[config.mk]
export PLATFORM = sky130hd
export DESIGN_NAME = pll_sequencer
export DESIGN_NICKNAME = d
export VERILOG_FILES = /design/src/rtl/pll_sequencer.sv
export SDC_FILE = /design/constraint.sdc
export NUM_CORES = 1
export LEC_CHECK = 0
export CORE_ASPECT_RATIO = 0.5
export CORE_MARGIN = 2
export CORE_UTILIZATION = 55
export DETAILED_ROUTE_END_ITERATION = 10
export PLACE_DENSITY_LB_ADDON = 0.1
export SLEW_MARGIN = 20
export SYNTH_ARGS = -nofsm -noshare
export SYNTH_HDL_FRONTEND = slang
export SYNTH_SLANG_ARGS = --single-unit
[constraint.sdc]
create_clock -name spi_clock_in -period 2.65 [get_ports spi_clock_in]
set_clock_uncertainty 0.2 [all_clocks]
set_input_delay 0.795 -clock spi_clock_in [delete_from_list [all_inputs] [get_ports spi_clock_in]]
set_output_delay 0.795 -clock spi_clock_in [all_outputs]
set_load 0.005 [all_outputs]
[src/rtl/pll_sequencer.sv]
// PLL power-up / lock qualification sequencer on the SPI clock domain.
// Drives PLL powerdown, glitch-free image-buffer clock select and pixel-domain reset.
module pll_sequencer #(
    parameter int SYNC_STAGES           = 2,
    parameter int LOCK_STABLE_CYCLES    = 64,
    parameter int LOCK_TIMEOUT_CYCLES   = 65535,
    parameter int SWITCH_GAP_CYCLES     = 4,
    parameter int POWERDOWN_HOLD_CYCLES = 16
) (
    input  logic       spi_clock_in,
    input  logic       spi_reset_in,
    input  logic       pll_power_req_in,
    input  logic       buffer_read_req_in,
    input  logic       pll_locked_in,
    output logic       pll_powerdown_n_out,
    output logic       pll_locked_sync_out,
    output logic       buffer_clock_sel_out,
    output logic       buffer_clock_en_out,
    output logic       pixel_reset_out,
    output logic       lock_timeout_out,
    output logic [2:0] state_out
);

    typedef enum logic [2:0] {
        S_OFF      = 3'd0,
        S_POWER_UP = 3'd1,
        S_STABLE   = 3'd2,
        S_RUN      = 3'd3,
        S_GAP_PRE  = 3'd4,
        S_GAP_POST = 3'd5,
        S_FAULT    = 3'd6
    } state_t;

    localparam logic [15:0] HOLD     = 16'(POWERDOWN_HOLD_CYCLES);
    localparam logic [15:0] TMO_LAST = 16'(LOCK_TIMEOUT_CYCLES - 1);
    localparam logic [15:0] GAP_LAST = 16'(SWITCH_GAP_CYCLES - 1);
    // The POWER_UP cycle that first sees lock counts as the first locked cycle.
    localparam logic [15:0] STB_LAST = 16'((LOCK_STABLE_CYCLES >= 2) ? LOCK_STABLE_CYCLES - 2 : 0);

    logic [SYNC_STAGES-1:0] sync_q;
    state_t      state_q, state_d, dest_q, dest_d;
    logic [15:0] cnt_q, cnt_d;
    logic        pwr_q, pwr_d, sel_q, sel_d, en_q, en_d;
    logic        prst_q, prst_d, tmo_q, tmo_d, nsel_q, nsel_d;
    logic        lock;

    assign lock = sync_q[SYNC_STAGES-1];

    always_ff @(posedge spi_clock_in or posedge spi_reset_in) begin
        if (spi_reset_in) begin
            sync_q  <= '0;
            state_q <= S_OFF;
            dest_q  <= S_OFF;
            cnt_q   <= '0;
            pwr_q   <= 1'b0;
            sel_q   <= 1'b1;
            en_q    <= 1'b1;
            prst_q  <= 1'b1;
            tmo_q   <= 1'b0;
            nsel_q  <= 1'b1;
        end else begin
            sync_q  <= {sync_q[SYNC_STAGES-2:0], pll_locked_in};
            state_q <= state_d;
            dest_q  <= dest_d;
            cnt_q   <= cnt_d;
            pwr_q   <= pwr_d;
            sel_q   <= sel_d;
            en_q    <= en_d;
            prst_q  <= prst_d;
            tmo_q   <= tmo_d;
            nsel_q  <= nsel_d;
        end
    end

    always_comb begin
        state_d = state_q;
        dest_d  = dest_q;
        cnt_d   = cnt_q + 16'd1;
        pwr_d   = pwr_q;
        sel_d   = sel_q;
        en_d    = en_q;
        prst_d  = prst_q;
        tmo_d   = tmo_q;
        nsel_d  = nsel_q;
        case (state_q)
            S_OFF: begin
                cnt_d = (cnt_q < HOLD) ? cnt_q + 16'd1 : cnt_q;
                if (pll_power_req_in && cnt_q >= HOLD) begin
                    state_d = S_POWER_UP;
                    pwr_d   = 1'b1;
                    tmo_d   = 1'b0;
                end
            end
            S_POWER_UP: begin
                if (!pll_power_req_in) begin
                    state_d = S_OFF;
                    pwr_d   = 1'b0;
                end else if (lock) begin
                    state_d = S_STABLE;
                end else if (cnt_q == TMO_LAST) begin
                    state_d = S_FAULT;
                    pwr_d   = 1'b0;
                    tmo_d   = 1'b1;
                end
            end
            S_STABLE: begin
                if (!pll_power_req_in) begin
                    state_d = S_OFF;
                    pwr_d   = 1'b0;
                end else if (!lock) begin
                    state_d = S_POWER_UP;
                end else if (cnt_q == STB_LAST) begin
                    state_d = S_RUN;
                    prst_d  = 1'b0;
                end
            end
            S_RUN: begin
                // prst_q high here means lock was lost during the gap that led back to RUN
                if (!lock || prst_q) begin
                    prst_d = 1'b1;
                    if (!sel_q) begin
                        state_d = S_GAP_PRE;
                        en_d    = 1'b0;
                        dest_d  = S_POWER_UP;
                        nsel_d  = 1'b1;
                    end else begin
                        state_d = S_POWER_UP;
                    end
                end else if (!pll_power_req_in) begin
                    prst_d = 1'b1;
                    if (!sel_q) begin
                        state_d = S_GAP_PRE;
                        en_d    = 1'b0;
                        dest_d  = S_OFF;
                        nsel_d  = 1'b1;
                    end else begin
                        state_d = S_OFF;
                        pwr_d   = 1'b0;
                    end
                end else if (buffer_read_req_in != sel_q) begin
                    state_d = S_GAP_PRE;
                    en_d    = 1'b0;
                    dest_d  = S_RUN;
                    nsel_d  = buffer_read_req_in;
                end
            end
            S_GAP_PRE: begin
                prst_d = prst_q | ~lock;
                if (cnt_q == GAP_LAST) begin
                    state_d = S_GAP_POST;
                    sel_d   = nsel_q;
                end
            end
            S_GAP_POST: begin
                prst_d = prst_q | ~lock;
                if (cnt_q == GAP_LAST) begin
                    state_d = dest_q;
                    en_d    = 1'b1;
                    if (dest_q == S_OFF) pwr_d = 1'b0;
                end
            end
            S_FAULT: begin
                if (!pll_power_req_in) state_d = S_OFF;
            end
            default: begin
                state_d = S_OFF;
                pwr_d   = 1'b0;
                sel_d   = 1'b1;
                en_d    = 1'b1;
                prst_d  = 1'b1;
            end
        endcase
        if (state_d != state_q) cnt_d = '0;
    end

    assign pll_powerdown_n_out  = pwr_q;
    assign pll_locked_sync_out  = lock;
    assign buffer_clock_sel_out = sel_q;
    assign buffer_clock_en_out  = en_q;
    assign pixel_reset_out      = prst_q;
    assign lock_timeout_out     = tmo_q;
    assign state_out            = state_q;

endmodule

==> qor.yml <==
p_leak_uw: 0.00101
whs_endpoint: "sync_q[1]$_DFF_PP0_"
grt_start_max_net_pins: 17
root_buffer: "clkbuf_8"
io_pins: 14
seq_share: 0.281
crit_path_end_kind: "flip-flop"
pre_cts_ws_ns: -0.630
dominant_cells: "logic gates"
largest_register: "cnt_q"
io_buffers: 13
drive_above_1_share: 0.307
finalSetupTns_ns: 0
syn_avg_cell_area_um2: 9.18
globalRouteMet2Util: 0.429
grt_use_met1: 0.377
die_w_um: 88.5
cts_tree: "built"
aoi_share: 0.161
cts_num_sinks: 29
power_frac_clock: 0.223
drt_first_pass_iters: 5
nets: 258
relSlewSlack: 0.571
num-multi-input-gates: 162
powerComb_uw: 690
cts_resized: 9
max_stage_delay_ns: 0.37
top_cell_area_share: 0.318
setup_viol: 0
final_cell_area_um2: 2620
tool_warnings: 29
wl_met3_um: 421
ys_seq_elements: 29
area_share_nonclk_buffers: 0.138
regToRegEndpoint: "cnt_q[15]$_DFFE_PP0P_"
swShare: 0.386
core_area_um2: 3430
h-tree-depth: 2
ys_top_cells_by_count: "25 x dfrtp_1, 21 x nor4_1, 17 x nand2_1, 14 x xnor2_1, 11 x nor2_1"
final-clk-cell-share: 0.0315
grtUsageMet3: 0.0842
vias: 1901
r2r_slack_ns: 0.10
yosysWarnings: 0
n_all_buffers: 42
drc: 0
clk_latency_ns: 0.28
period_used_share: 0.979
yosysMostFrequentCell: "dfrtp_1"
async_flop_share: 1.00
numCtsBuffers: 5
gp_congestion: 0.888
power_frac_seq: 0.349
cts.clk_slew.worst_paths_ns: 0.06
routed_via_density: 6.29
first_iter_violations: 114
seq_area_um2: 734
worstSetupPathDepth: 8
worst_slack_ns: 0.0567
status: "finished clean"
lay_top_cells: "27 x buf_4, 22 x dfrtp_1, 17 x nand2_1, 14 x xnor2_1, 14 x nor4_2"
powerClk_uw: 360
synthTopLogicFamily: "simple AND/OR/NAND/NOR gates"
n_all_inverters: 10
clkbuf_count: 6
drt_wl_total_um: 5470
mux_area_frac: 0.0102
peakVddDrop_mv: 0.527
grt_pass1_wl_um: 8400
clockBufferDepth: 2
chipArea_um2: 4090
grt_busiest_layer: "met2"
std_cell_rows: 15
grtUsageTotal: 0.278
hold_start: "sync_q[0]$_DFF_PP0_"
nWellTaps: 51
cp.required_ns: 2.59
cp_max_fo: 8
comb_power_share: 0.428
antenna_found_initial: 0
synth_area_leader_cell: "dfrtp_1"
r2r_start: "cnt_q[11]$_DFFE_PP0P_"
synth_cell_type_count: 54
crit_type: "input pin to flip-flop"
placed_cells: 289
p_switching_uw: 623
areaGrowthSynthToFinish_pct: 33.2
startpoint: "pll_power_req_in"
ys_sh_simple: 0.321
final_common_cell: "buf_4"
tightest_slew_ns: 0.644
arrival_ns: 2.54
synth-edff-count: 0
synth_adder_area_share: 0.0191
worst_r2r_path_depth: 6
worst-path-buf-inv: 3
seq_cells: 29
fin_hold_ws_ns: 0.148
place_hpwl_um: 3340
crit_slowest_cell: "nor4bb_2"
grt_pass1_vias: 1729
period_needed_ns: 2.59
ys_chip_area_um2: 1960
area_leaders: "dfrtp_1 32%, nor4_1 6.7%, xnor2_1 6.2%, dfstp_2 5.4%, nand2_1 3.2%"
p_total_uw: 1610
p_int_uw: 991
routed-wl-met2_um: 2570
synth-main-ff-cell: "dfrtp_1"
fmax_mhz: 386
holdPathStages: 0
overflow: 0
slew_violations: 0
power-top-group: "combinational logic"
wl_per_cell_um: 18.1
ys_cells: 214
antennaDiodeCount: 0
logic_area_um2: 1340
top_layer: "met4"
pg_seq_uw: 563
start_kind: "input pin"
crit_chain: "dlygate4sd2_1, nor4bb_2, and2_1, buf_4, a211oi_4, buf_4, o32ai_4, nor4_2"
cap_violations: 0
die_height_um: 46.3
endpoint: "cnt_q[11]$_DFFE_PP0P_"
syn_nets: 222
**M1 wires**

(6 px per um) Supply wires on this layer in gray.
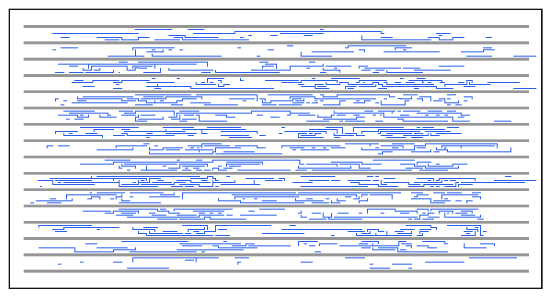
The longest straight run is 24.4 um. The wires run mostly horizontal.

**The metal 2 layer**

(4 px per um)
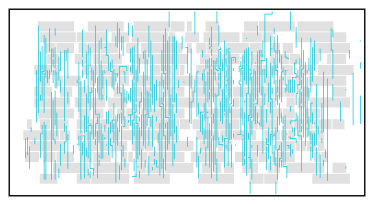
The layer holds 47% of the routed length. The longest straight run is 25.5 um. The wires run mostly vertical. 227 nets have wire on it. The layer carries 2570 um of wire.

**Signal wires on met3**

(6 px per um)
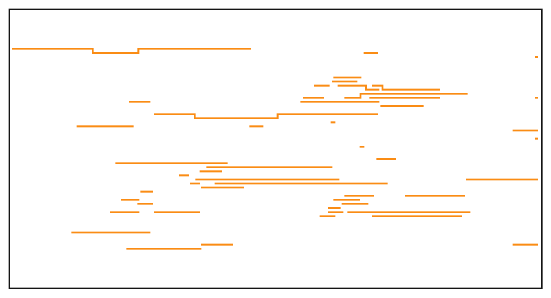
38 nets have wire on it. The layer carries 422 um of wire. The wires run mostly horizontal. The longest straight run is 28.5 um.

**Placement view**

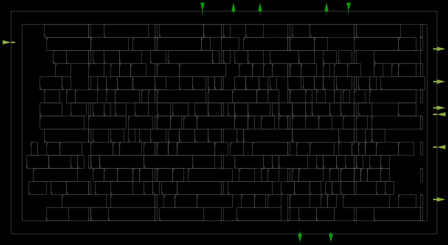
Filler cells: 233
non-filler cells, final: 302
Final Core Density: 0.762

Power is estimated from default activity; no workload was simulated.
